Design div_seq_ctrl, sky130hd; sources not shown.
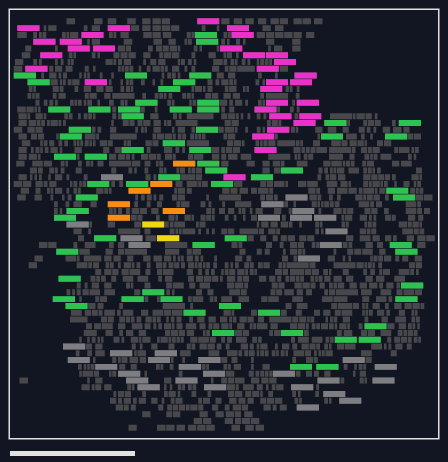
**Above:** run 1 (where the registers sit).
Scale bar: 50 um.
- magenta: data_result (placed flops 32)
- yellow: state_q (placed flops 2)
- orange: cnt_q (placed flops 6)
- green: aq_q (placed flops 65)
- not colored: 36
sequential logic power: 2.50 mW
register area: 0.00353 mm^2
flop share of the area: 24.9%
share of the core filled with cells in the final layout: 50.5%

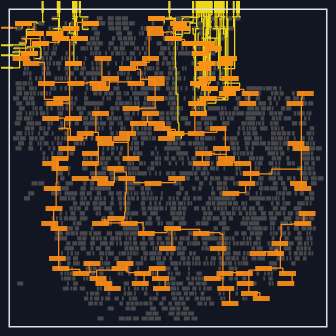
**Above:** run 1 (I/O nets highlighted).
- yellow: data_result (bits 32; direction output; end cells 32; buffers 32; wire 1,200 um)
- orange: reset (bits 1; direction input; end cells 141; buffers 4; wire 1,270 um)
number of buffers inserted by port buffering: 101
number of top-level pins: 102

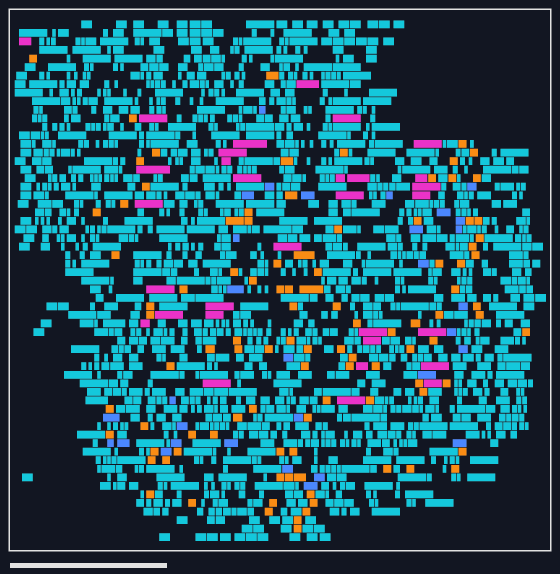
**Above:** run 1 (cells by drive strength).
Scale bar: 50 um.
- magenta: _6 and larger (cells 31; most used clkbuf_16)
- cyan: _0 and _1 cells (cells 1,437; most used nand2_1)
- orange: _3 and _4 cells (cells 100; most used buf_4)
- blue: _2 cells (cells 31; most used a21oi_2)
final setup slack of the worst path: 0.129 ns
cell area after layout: 0.0142 mm^2
area growth from synthesis to layout: 22.9%
buffer count excluding the clock tree in the final layout: 191

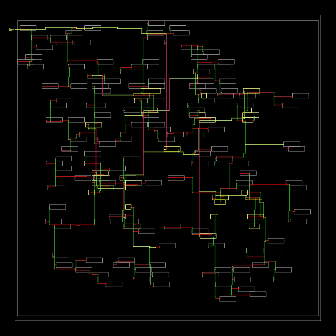
**Above:** run 1 (clock wiring as the flow saved it).
total number of clock tree sinks: 141
CTS Buf Count: 17
Clock Skew: 0.0144 ns

==> run notes, run 1 <==
Synthesis and place-and-route results.

- Walking the critical path from launch to capture passes 14 cell instances.
- The number of nets in the layout is 1,728.
- The relative max-transition margin is 51.4%.
- The global-route congestion overflow total is 0.
- Per the timing report, the biggest fanout along the worst path comes to 4.
- The tapcell count is 378.
- The floorplan utilization is 41.1%.
- The maximum buffer depth of the clock tree is 2.
- The cell-mix breakdown from Yosys lists the simple-gate area share as 19.6%.
- STA classifies the critical path endpoint as a flip-flop.
- The iteration tally of the first detailed-router pass is 5.
- Multi-input logic gates represent a cell area share of 54.6%.
- The clock edge transition at the registers on the reported setup and hold paths is 0.07 ns.
- The worst path in the final design needs a cycle of 4.07 ns, including I/O delays and setup.
- The aoi/oai-family share of the synthesized area is 24.8%.
- In this run, the synthesized area fraction spent on xor and xnor cells is recorded as 12.9%.
- Hold-check failures listed in the final report amount to 0.
- Adding up every negative setup slack in the final design gives 0 ns.
- The via count of the first global-routing pass is 10.3k.
- The global routing usage on met1 is 32.6%.
- Per the Yosys statistics, synthesis produced 1,443 cells.
- The number of placed instances, taps included, is 1,943.
- Power spread over the standard cell area amounts to 800 mW/mm^2.
- By count the netlist is led by sky130_fd_sc_hd__nand2_1 (220), sky130_fd_sc_hd__o21ai_0 (150), sky130_fd_sc_hd__dfrtp_1 (141), sky130_fd_sc_hd__a21oi_1 (117), sky130_fd_sc_hd__xor2_1 (106).
- After layout the signal buffers, clock cells excluded, come to 12.1% of cell area.
- The report puts the hold buffer count at CTS at 0.
- Once layout is complete, the cells apart from fillers number 1,977.
- For met2 alone, demand over resource in global routing was 37.7%.
- Detailed routing placed a total of 15.5 mm of wire on met2.
- Before any placement, the netlist area is recorded as 0.0115 mm^2.
- Hold is met by 0.480 ns.
- The first global-routing pass estimated 54.0 mm of wire.
- The clock buffer and inverter area fraction after layout is 4.46%.
- The highest supply drop recorded on VDD is 370 uV.
- The distinct cell type count of the synthesized netlist is 73.
- The DRC marker count from the first detailed-route iteration is 862.
- The run finished with clean final reports.
- Sorting the synthesis cell report by count puts at the top sky130_fd_sc_hd__nand2_1.
- The congestion estimate from routability-driven global placement came to 0.921.
- The fmax is 246 MHz.
- The most numerous logic cell after layout is sky130_fd_sc_hd__nand2_1.
- The number of antenna violations at the first check in global routing is 0.
- The number of flip-flops in the largest register is 65.
-- run 1: repair_timing --
action / CTS / global route
pin swaps: 1 / 8
resized: 2 / 21
buffers inserted: 0 / 2
endpoints found under the setup margin: 1 / 8
endpoints found under the hold margin: 0 / 0
-- run 1: power by group --
group	internal [mW]	switching [mW]	total, mW
sequential	1.87	0.625	2.50
combinational	3.08	4.13	7.21
clock	0.909	0.719	1.63
-- run 1: stage by stage --
step | setup WS (ns) | area, um^2 | total power [mW]
2_1_floorplan | 0.159 | 11500 | 7.40
3_3_place_gp | -0.0417 | 13400 | 9.45
3_5_place_dp | -0.0557 | 13400 | 9.54
4_1_cts | 0.00642 | 14100 | 11.2
5_1_grt | 0.00102 | 14200 | 12.3
6_report | 0.129 | 14200 | 11.3
--- run 2 (diff from run 1) ---
--- a/config.mk
+++ b/config.mk
@@ -5,7 +5,7 @@
 export SDC_FILE = /design/constraint.sdc
 export NUM_CORES = 1
 export LEC_CHECK = 0
-export CAP_MARGIN = 10
+export CAP_MARGIN = 20
 export CORE_UTILIZATION = 40
 export CTS_CLUSTER_DIAMETER = 100
 export DETAILED_ROUTE_END_ITERATION = 8
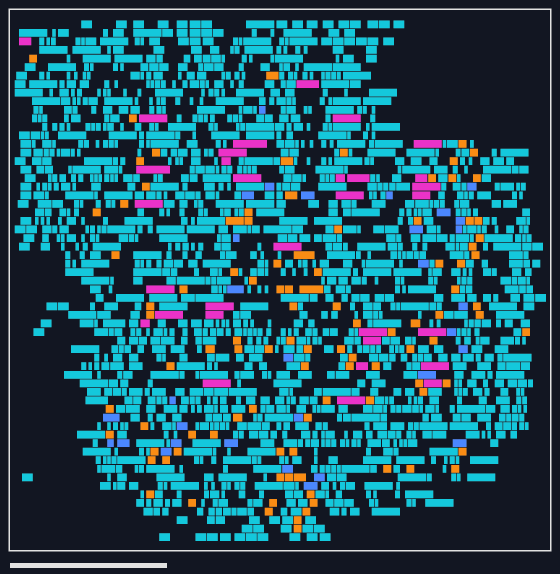
**Above:** run 2 (cells by drive strength).
Scale bar: 50 um.
- orange: _3 and _4 cells (cells 100; most used buf_4)
- cyan: _0 and _1 cells (cells 1,437; most used nand2_1)
- blue: _2 cells (cells 31; most used a21oi_2)
- magenta: _6 and larger (cells 31; most used clkbuf_16)

==> run notes, run 2 <==
Synthesis and place-and-route results.

- The distinct cell type count of the synthesized netlist is 73 (unchanged).
- The clock tree root buffer cell is sky130_fd_sc_hd__clkbuf_16 (unchanged).
- Top area cells in the synthesized netlist: sky130_fd_sc_hd__dfrtp_1 (31%), sky130_fd_sc_hd__xor2_1 (8.0%), sky130_fd_sc_hd__ha_1 (7.9%) (unchanged).
- The power attributed to combinational cells is 7.21 mW (about the same).
- The total number of H-tree levels is 4 (unchanged).
- The number of cells in the yosys synthesis report came to 1,443 (unchanged).
- The number of max-slew violations in the final report came to 0 (unchanged).
- The net switching power was 5.48 mW (unchanged).
- The sequential share of power is 22.0% (about the same).
- The number of buffers created by CTS was 17 (unchanged).
- The maximum buffer depth of the clock tree came to 2 (unchanged).
- The shortest clock period the worst path allows after layout is 4.07 ns (unchanged).
- The dominant power group was combinational logic (unchanged).
- The count of final setup violators is 0 (unchanged).
- The number of placement rows is 61 (unchanged).
- The cell count along the critical path is 14 (unchanged).
- The count of hold buffers inserted by post-cts repair came to 0 (unchanged).
- The clock edge transition at the registers on the reported setup and hold paths came to 0.07 ns (about the same).
- The via count of the first global-routing pass came to 10.3k (unchanged).
- The minimum hold slack is 0.480 ns (unchanged).
- The endpoint type of the worst setup path is a flip-flop (unchanged).
- The clock network power was 1.63 mW (about the same).
- The global routing usage on met1 is 32.6% (unchanged).
- The share of total power consumed by net switching is 48.3% (unchanged).
- The area of combinational cells with multiple inputs is 0.00774 mm^2 (unchanged).
- The cell total after placement was 1,943 (unchanged).
- The iteration tally of the first detailed-router pass is 5 (unchanged).
- The arrival time of data at the critical path endpoint is 4.40 ns (about the same).
- The setup slack after layout is 0.129 ns (unchanged).
- The count of warning messages emitted by the tools is 29 (unchanged).
- The most numerous logic cell after layout is sky130_fd_sc_hd__nand2_1 (unchanged).
- The total of max-cap violations is 0 (unchanged).
- The synthesis-to-finish area growth is 22.9% (unchanged).
- The fmax is 246 MHz (unchanged).
- The clock network fraction of design power is 14.4% (about the same).
- The standard cell area after detailed placement is 0.0134 mm^2 (unchanged).
- The number of nets in the layout was 1,728 (unchanged).
- The design internal power is 5.86 mW (unchanged).
- Unrepaired setup endpoints after global routing: yes (unchanged).
- Top logic cells by instance count in the layout: sky130_fd_sc_hd__nand2_1 (218), sky130_fd_sc_hd__o21ai_0 (148), sky130_fd_sc_hd__dfrtp_1 (141) (unchanged).
- The number of synthesis warnings is 0 (unchanged).
- The synthesized area is 0.0115 mm^2 (unchanged).
- The leakage power total came to 6.12 nW (unchanged).
- The floorplan utilization came to 41.1% (unchanged).
- Result of the run: finished clean (unchanged).
- The top cell type by instance count after synthesis is sky130_fd_sc_hd__nand2_1 (unchanged).
- The count of flip-flops with a built-in enable after synthesis is 0 (unchanged).
- The final design instance area without fill is 0.0142 mm^2 (unchanged).
- The number of nets produced by synthesis came to 1,585 (unchanged).
- The post-CTS resize count was 2 (unchanged).
- The number of antenna violations at the first check in global routing is 0 (unchanged).
- The relative max-transition margin came to 51.4% (unchanged).
- The combinational cell fraction of total power is 63.6% (about the same).
- The number of post-CTS setup repair buffers was 0 (unchanged).
- The power in sequential cells is 2.50 mW (about the same).
- The first-pass GRT wire length is 54.0 mm (unchanged).
- The number of buffers and inverters on the critical path is 1 (unchanged).
- The flop and latch count out of synthesis is 141 (unchanged).
- The final tally of hold violations came to 0 (unchanged).
- The post-synthesis async set-or-reset flop share came to 100% (unchanged).
- The total power divided by cell area came to 800 mW/mm^2 (unchanged).
- The depth of the worst register-to-register path came to 14 (unchanged).
- The DRC marker count from the first detailed-route iteration is 862 (unchanged).
- The final-layout fill cell count is 2,780 (unchanged).
- The post-route total power is 11.3 mW (unchanged).
- The footprint of the flip-flops and latches is 0.00353 mm^2 (unchanged).
- The count of buffers from port buffering was 101 (unchanged).
- The maximum vdd ir drop is 370 uV (unchanged).
- The number of sinks driven by the clock tree came to 141 (unchanged).
- The fraction of the yosys area taken by sequential cells is 30.6% (unchanged).
- Top post-synthesis cells by count: sky130_fd_sc_hd__nand2_1 (220), sky130_fd_sc_hd__o21ai_0 (150), sky130_fd_sc_hd__dfrtp_1 (141), sky130_fd_sc_hd__a21oi_1 (117), sky130_fd_sc_hd__xor2_1 (106) (unchanged).
- The area of the chip is 0.0295 mm^2 (unchanged).
- The ratio of cells with drive above 1 in the final layout is 10.1% (unchanged).
- The type of the worst min-delay path is reg2reg (unchanged).
- The met3 usage was 3.29% (unchanged).
- The number of flip-flops in the largest register is 65 (unchanged).
- The highest-delay cell along the critical path is sky130_fd_sc_hd__fa_1 (unchanged).
- The total negative slack for setup checks came to 0 ns (unchanged).
- The number of standard cells in the layout, taps in and fillers out came to 1,977 (unchanged).
- The met2 track utilization from global routing came to 37.7% (unchanged).
- The worst slack at placement is -0.0557 ns (unchanged).
- The source-to-sink clock delay at the later pin of the worst-skew pair was 0.45 ns (about the same).
- The global-route congestion overflow total is 0 (unchanged).
- The utilization of the core after routing was 50.5% (unchanged).
- The I/O pin count was 102 (unchanged).
- The maximum fanout along the worst path is 4 (unchanged).
- The routability-driven placement congestion ratio was 0.921 (unchanged).
- The largest clock skew in the final design is 0.0144 ns (unchanged).
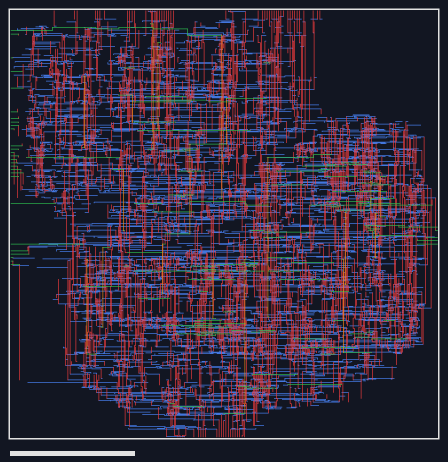
**Above:** run 2 (metal layers overlaid).
Scale bar: 50 um.
- orange: metal 4 (wire length 620 um)
- green: metal 3 (wire length 1,450 um)
- blue: metal 1 (wire length 15,700 um)
- red: metal 2 (wire length 15,500 um)
overall track demand over capacity in global routing: 23.5%
mean routed wirelength per cell: 16.8 um
Post-Route WL: 33.3 mm
overall via count from detail_route: 10.9k

## run 2: per-layer routing
layer / vias up / part of all wire (%)
met4: 0 / 1.9
met3: 42 / 4.4
met2: 268 / 47
met1: 5112 / 47
li1: 5513 / -
met5: - / 0
## run 2: kinds of logic (layout without fill, tap and decap cells)
group	Yosys count	count (layout)	synth area share (%)
AND/OR/NAND/NOR	488	488	19.6
AND-OR/OR-AND	471	471	24.8
XOR/XNOR	170	170	12.9
flip-flops	141	141	30.6
buffers and inverters	92	248	3.29
adder cells (fa/ha/maj)	75	75	8.26
multiplexers	6	6	0.542
## run 2: cell type report
class	instances	share of cell area, %
inverter	25	0.662
multi-input combinational	1210	54.6
sequential	141	24.9
clock buffer	17	3.00
tap	378	3.34
timing repair buffer	191	12.1
clock inverter	15	1.46
No activity file was given, so power comes from the tool's default toggle rates.
